Figure 1. Placement view.
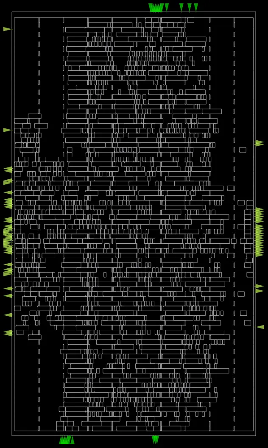
Figure 2. Metal layers overlaid.
Scale: 2 px per micron. Two of the layers only.
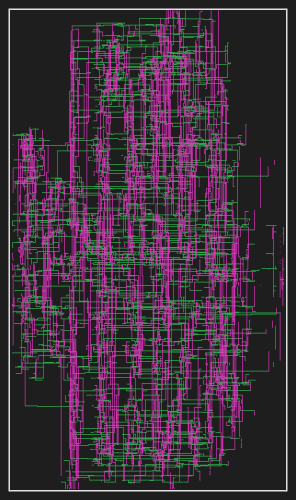
Figure 3. Signal wires on met2.
Scale: 2 px per micron. Cells faint in the background.
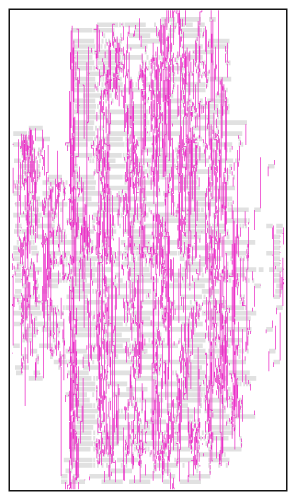
Figure 4. Close-up of the layout.
Region (49, 100) to (89, 140) microns. Cells in gray, sequential cells in the stronger gray; small squares are vias.
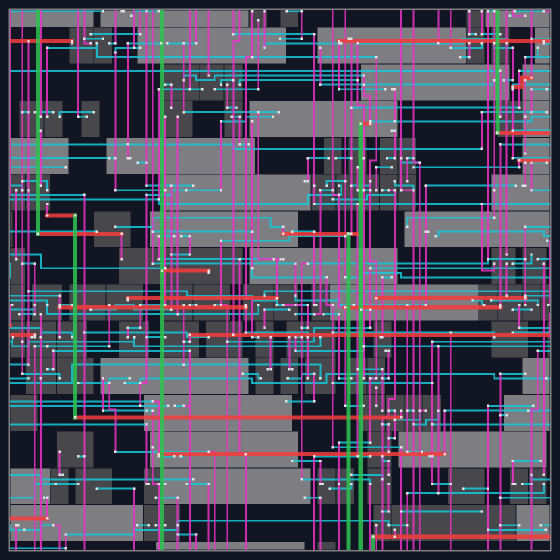
Figure 5. I/O pins on the die edge.
Scale: 2 px per micron. Pins as bars across the die edge, other pins in gray.
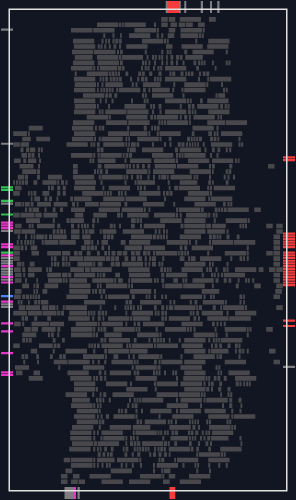
File: config.mk
export PLATFORM = sky130hd
export DESIGN_NAME = mac_psum_sequencer_flat
export DESIGN_NICKNAME = d
export VERILOG_FILES = /design/src/rtl/mac_psum_sequencer_if.sv /design/src/rtl/mac_psum_sequencer.sv /design/src/flat_wrapper.sv
export SDC_FILE = /design/constraint.sdc
export NUM_CORES = 1
export LEC_CHECK = 0
export ABC_AREA = 1
export CAP_MARGIN = 15
export CORE_ASPECT_RATIO = 1.75
export CORE_UTILIZATION = 40
export CTS_BUF_LIST = sky130_fd_sc_hd__clkbuf_8 sky130_fd_sc_hd__clkbuf_16
export DETAILED_ROUTE_END_ITERATION = 8
export PLACE_DENSITY = 0.6
export SYNTH_ARGS = -nofsm -noshare
export SYNTH_HDL_FRONTEND = slang
export SYNTH_SLANG_ARGS = --single-unit
File: constraint.sdc
create_clock -name clk -period 4.4 [get_ports clk]
set_clock_uncertainty 0.2 [all_clocks]
set_input_delay 0.44 -clock clk [delete_from_list [all_inputs] [get_ports clk]]
set_output_delay 0.44 -clock clk [all_outputs]
set_load 0.02 [all_outputs]
File: src/rtl/mac_psum_sequencer_if.sv
// rtl/mac_psum_sequencer_if.sv - start/MAC/result bundle between a requester and the psum sequencer
interface mac_psum_sequencer_if #(
  parameter int ACCUMULATOR_WIDTH = 32,
  parameter int OUTPUT_WIDTH      = 16,
  parameter int DEPTH             = 16
);
  logic                         start_valid;
  logic                         start_ready;
  logic                         first_in;
  logic                         last_in;
  logic                         input_valid_1;
  logic                         input_valid_2;
  logic                         input_valid_3;
  logic [ACCUMULATOR_WIDTH-1:0] fifo_out;
  logic [OUTPUT_WIDTH-1:0]      mac_out;
  logic                         result_valid;
  logic                         result_ready;
  logic [OUTPUT_WIDTH-1:0]      result_data;
  logic [$clog2(DEPTH):0]       psum_count;

  modport master (
    output start_valid, first_in, last_in, mac_out, result_ready,
    input  start_ready, input_valid_1, input_valid_2, input_valid_3,
    input  fifo_out, result_valid, result_data, psum_count
  );

  modport slave (
    input  start_valid, first_in, last_in, mac_out, result_ready,
    output start_ready, input_valid_1, input_valid_2, input_valid_3,
    output fifo_out, result_valid, result_data, psum_count
  );
endinterface

File: src/rtl/mac_psum_sequencer.sv
// rtl/mac_psum_sequencer.sv - sequences 3-phase MAC operations around a partial-sum FIFO
module mac_psum_sequencer #(
  parameter int ACCUMULATOR_WIDTH = 32,
  parameter int OUTPUT_WIDTH      = 16,
  parameter int DEPTH             = 16
) (
  input logic                 clk,
  input logic                 rst_in,
  mac_psum_sequencer_if.slave bus
);
  localparam int PW = $clog2(DEPTH);
  localparam int CW = PW + 1;

  typedef enum logic [2:0] {IDLE, PH1, PH2, PH3, RES} state_t;

  state_t                       state, state_next;
  logic                         first_q, last_q;
  logic [PW-1:0]                rd_ptr, wr_ptr;
  logic [CW-1:0]                count;
  logic [ACCUMULATOR_WIDTH-1:0] mem [DEPTH];
  logic [OUTPUT_WIDTH-1:0]      result_q;
  logic                         start_ready_c;
  logic                         accept, pop, push, finish;
  logic [ACCUMULATOR_WIDTH-1:0] mac_ext;

  assign mac_ext = ACCUMULATOR_WIDTH'($signed(bus.mac_out));

  always_ff @(posedge clk) begin
    if (rst_in) state <= IDLE;
    else        state <= state_next;
  end

  // Admission refuses ops that would pop an empty FIFO or push into a full one.
  always_comb begin
    state_next    = state;
    start_ready_c = 1'b0;
    accept        = 1'b0;
    pop           = 1'b0;
    push          = 1'b0;
    finish        = 1'b0;
    case (state)
      IDLE: begin
        start_ready_c = !(!bus.first_in && count == '0) &&
                        !(bus.first_in && !bus.last_in && count == CW'(DEPTH));
        accept = bus.start_valid && start_ready_c;
        if (accept) state_next = PH1;
      end
      PH1: begin
        pop        = !first_q;
        state_next = PH2;
      end
      PH2: state_next = PH3;
      PH3: begin
        push       = !last_q;
        finish     = last_q;
        state_next = last_q ? RES : IDLE;
      end
      RES: if (bus.result_ready) state_next = IDLE;
      default: state_next = IDLE;
    endcase
  end

  always_ff @(posedge clk) begin
    if (rst_in) begin
      first_q  <= 1'b0;
      last_q   <= 1'b0;
      rd_ptr   <= '0;
      wr_ptr   <= '0;
      count    <= '0;
      result_q <= '0;
    end else begin
      if (accept) begin
        first_q <= bus.first_in;
        last_q  <= bus.last_in;
      end
      if (pop)    rd_ptr   <= rd_ptr + 1'b1;
      if (push)   wr_ptr   <= wr_ptr + 1'b1;
      if (finish) result_q <= bus.mac_out;
      // pop and push of one operation are two cycles apart, never simultaneous
      if (push)     count <= count + 1'b1;
      else if (pop) count <= count - 1'b1;
    end
  end

  always_ff @(posedge clk) begin
    if (!rst_in && push) mem[wr_ptr] <= mac_ext;
  end

  assign bus.start_ready   = start_ready_c;
  assign bus.input_valid_1 = (state == PH1);
  assign bus.input_valid_2 = (state == PH2);
  assign bus.input_valid_3 = (state == PH3);
  assign bus.fifo_out      = pop ? mem[rd_ptr] : '0;
  assign bus.result_valid  = (state == RES);
  assign bus.result_data   = result_q;
  assign bus.psum_count    = count;
endmodule

File: src/flat_wrapper.sv
// flat-port wrapper written by rule: the top's interface ports become plain ports
module mac_psum_sequencer_flat 
#(
  parameter int ACCUMULATOR_WIDTH = 32,
  parameter int OUTPUT_WIDTH      = 16,
  parameter int DEPTH             = 16
)
  (clk, rst_in, bus_start_valid, bus_first_in, bus_last_in, bus_mac_out, bus_result_ready, bus_start_ready, bus_input_valid_1, bus_input_valid_2, bus_input_valid_3, bus_fifo_out, bus_result_valid, bus_result_data, bus_psum_count);
  mac_psum_sequencer_if #(.ACCUMULATOR_WIDTH(ACCUMULATOR_WIDTH), .OUTPUT_WIDTH(OUTPUT_WIDTH), .DEPTH(DEPTH)) bus_i ();
  input logic clk;
  input logic rst_in;
  input wire logic [$bits(bus_i.start_valid)-1:0] bus_start_valid;
  input wire logic [$bits(bus_i.first_in)-1:0] bus_first_in;
  input wire logic [$bits(bus_i.last_in)-1:0] bus_last_in;
  input wire logic [$bits(bus_i.mac_out)-1:0] bus_mac_out;
  input wire logic [$bits(bus_i.result_ready)-1:0] bus_result_ready;
  output wire logic [$bits(bus_i.start_ready)-1:0] bus_start_ready;
  output wire logic [$bits(bus_i.input_valid_1)-1:0] bus_input_valid_1;
  output wire logic [$bits(bus_i.input_valid_2)-1:0] bus_input_valid_2;
  output wire logic [$bits(bus_i.input_valid_3)-1:0] bus_input_valid_3;
  output wire logic [$bits(bus_i.fifo_out)-1:0] bus_fifo_out;
  output wire logic [$bits(bus_i.result_valid)-1:0] bus_result_valid;
  output wire logic [$bits(bus_i.result_data)-1:0] bus_result_data;
  output wire logic [$bits(bus_i.psum_count)-1:0] bus_psum_count;
  assign bus_i.start_valid = bus_start_valid;
  assign bus_i.first_in = bus_first_in;
  assign bus_i.last_in = bus_last_in;
  assign bus_i.mac_out = bus_mac_out;
  assign bus_i.result_ready = bus_result_ready;
  assign bus_start_ready = bus_i.start_ready;
  assign bus_input_valid_1 = bus_i.input_valid_1;
  assign bus_input_valid_2 = bus_i.input_valid_2;
  assign bus_input_valid_3 = bus_i.input_valid_3;
  assign bus_fifo_out = bus_i.fifo_out;
  assign bus_result_valid = bus_i.result_valid;
  assign bus_result_data = bus_i.result_data;
  assign bus_psum_count = bus_i.psum_count;
  mac_psum_sequencer #(.ACCUMULATOR_WIDTH(ACCUMULATOR_WIDTH), .OUTPUT_WIDTH(OUTPUT_WIDTH), .DEPTH(DEPTH)) u_core (.clk(clk), .rst_in(rst_in), .bus(bus_i));
endmodule
==> impl_metrics.py <==
# Synthesis and PnR figures
metrics = {
    "outcome": {
        "status": "finished, final reports clean",
    },
    "route": {
        "drt_iter0_markers": 593,
        "drt-pass1-iter-count": 7,
        "top_layer": "met4",
    },
    "synthesis": {
        "edf_count": 256,
        "syn_nets": 1359,
        "simple_gate_area_frac": 0.209,
        "synthTopCellsByCount": "nand2_1, edfxtp_1, inv_1",
        "ys.flop_type": "edfxtp_1",
    },
    "worst_setup_path": {
        "crit_fanout": 35,
        "max_stage_delay_ps": 630,
    },
    "global_route": {
        "grt_pass1_wl_mm": 47.8,
    },
    "cts": {
        "clkTransAtPathRegs_ps": 60,
        "cts_tree": "done",
        "root_buffer": "clkbuf_16",
    },
    "job": {
        "cap_violations": 0,
    },
    "worst_hold_path": {
        "hold_end": "u_core.bus.result_data[5]",
    },
    "finish": {
        "inv_count": 248,
        "design.seq.count": 294,
        "comb_share": 0.212,
    },
    "pwr": {
        "switching_power_uw": 2130,
    },
    "place": {
        "place_congestion": 0.784,
    },
}
Back to the opening pictures, Figure 1:
Cell Count, Final, Fillers Out: 1,806
core area: 0.0316 sq mm

Back to the opening pictures, Figure 2:
Key: magenta = metal 2 [wire length 16,400 microns]; green = metal 1 [wire length 11,600 microns]
WL per Instance: 16.8 microns
vias post-DR: 8,806
Routed WL: 30.4 mm

Back to the opening pictures, Figure 3:
The layer holds 54% of the routed length. The wires run mostly vertical.

Back to the opening pictures, Figure 4:
Key: magenta = metal 2; cyan = metal 1; red = metal 3; green = metal 4
Most frequent: nand2_1 (23), edfxtp_1 (16), inv_1 (15). Sequential cells in the window: 17. 94 logic cells have their middle in the window. Netlist names of flops here include u_core.mem (16), u_core.wr_ptr (1).

Back to the opening pictures, Figure 5:
Key: magenta = bus_result_data [pins 16, direction output, edge 15 left, 1 bottom]; green = bus_psum_count [pins 5, direction output, edge left]; red = bus_fifo_out [pins 32, direction output, edge 23 right, 6 top, 3 bottom]; blue = bus_input_valid_2 [pins 1, direction output, edge left]
Die Span Y: 240 microns
count of input and output buffers: 79

No activity file was given, so power comes from the tool's default toggle rates.
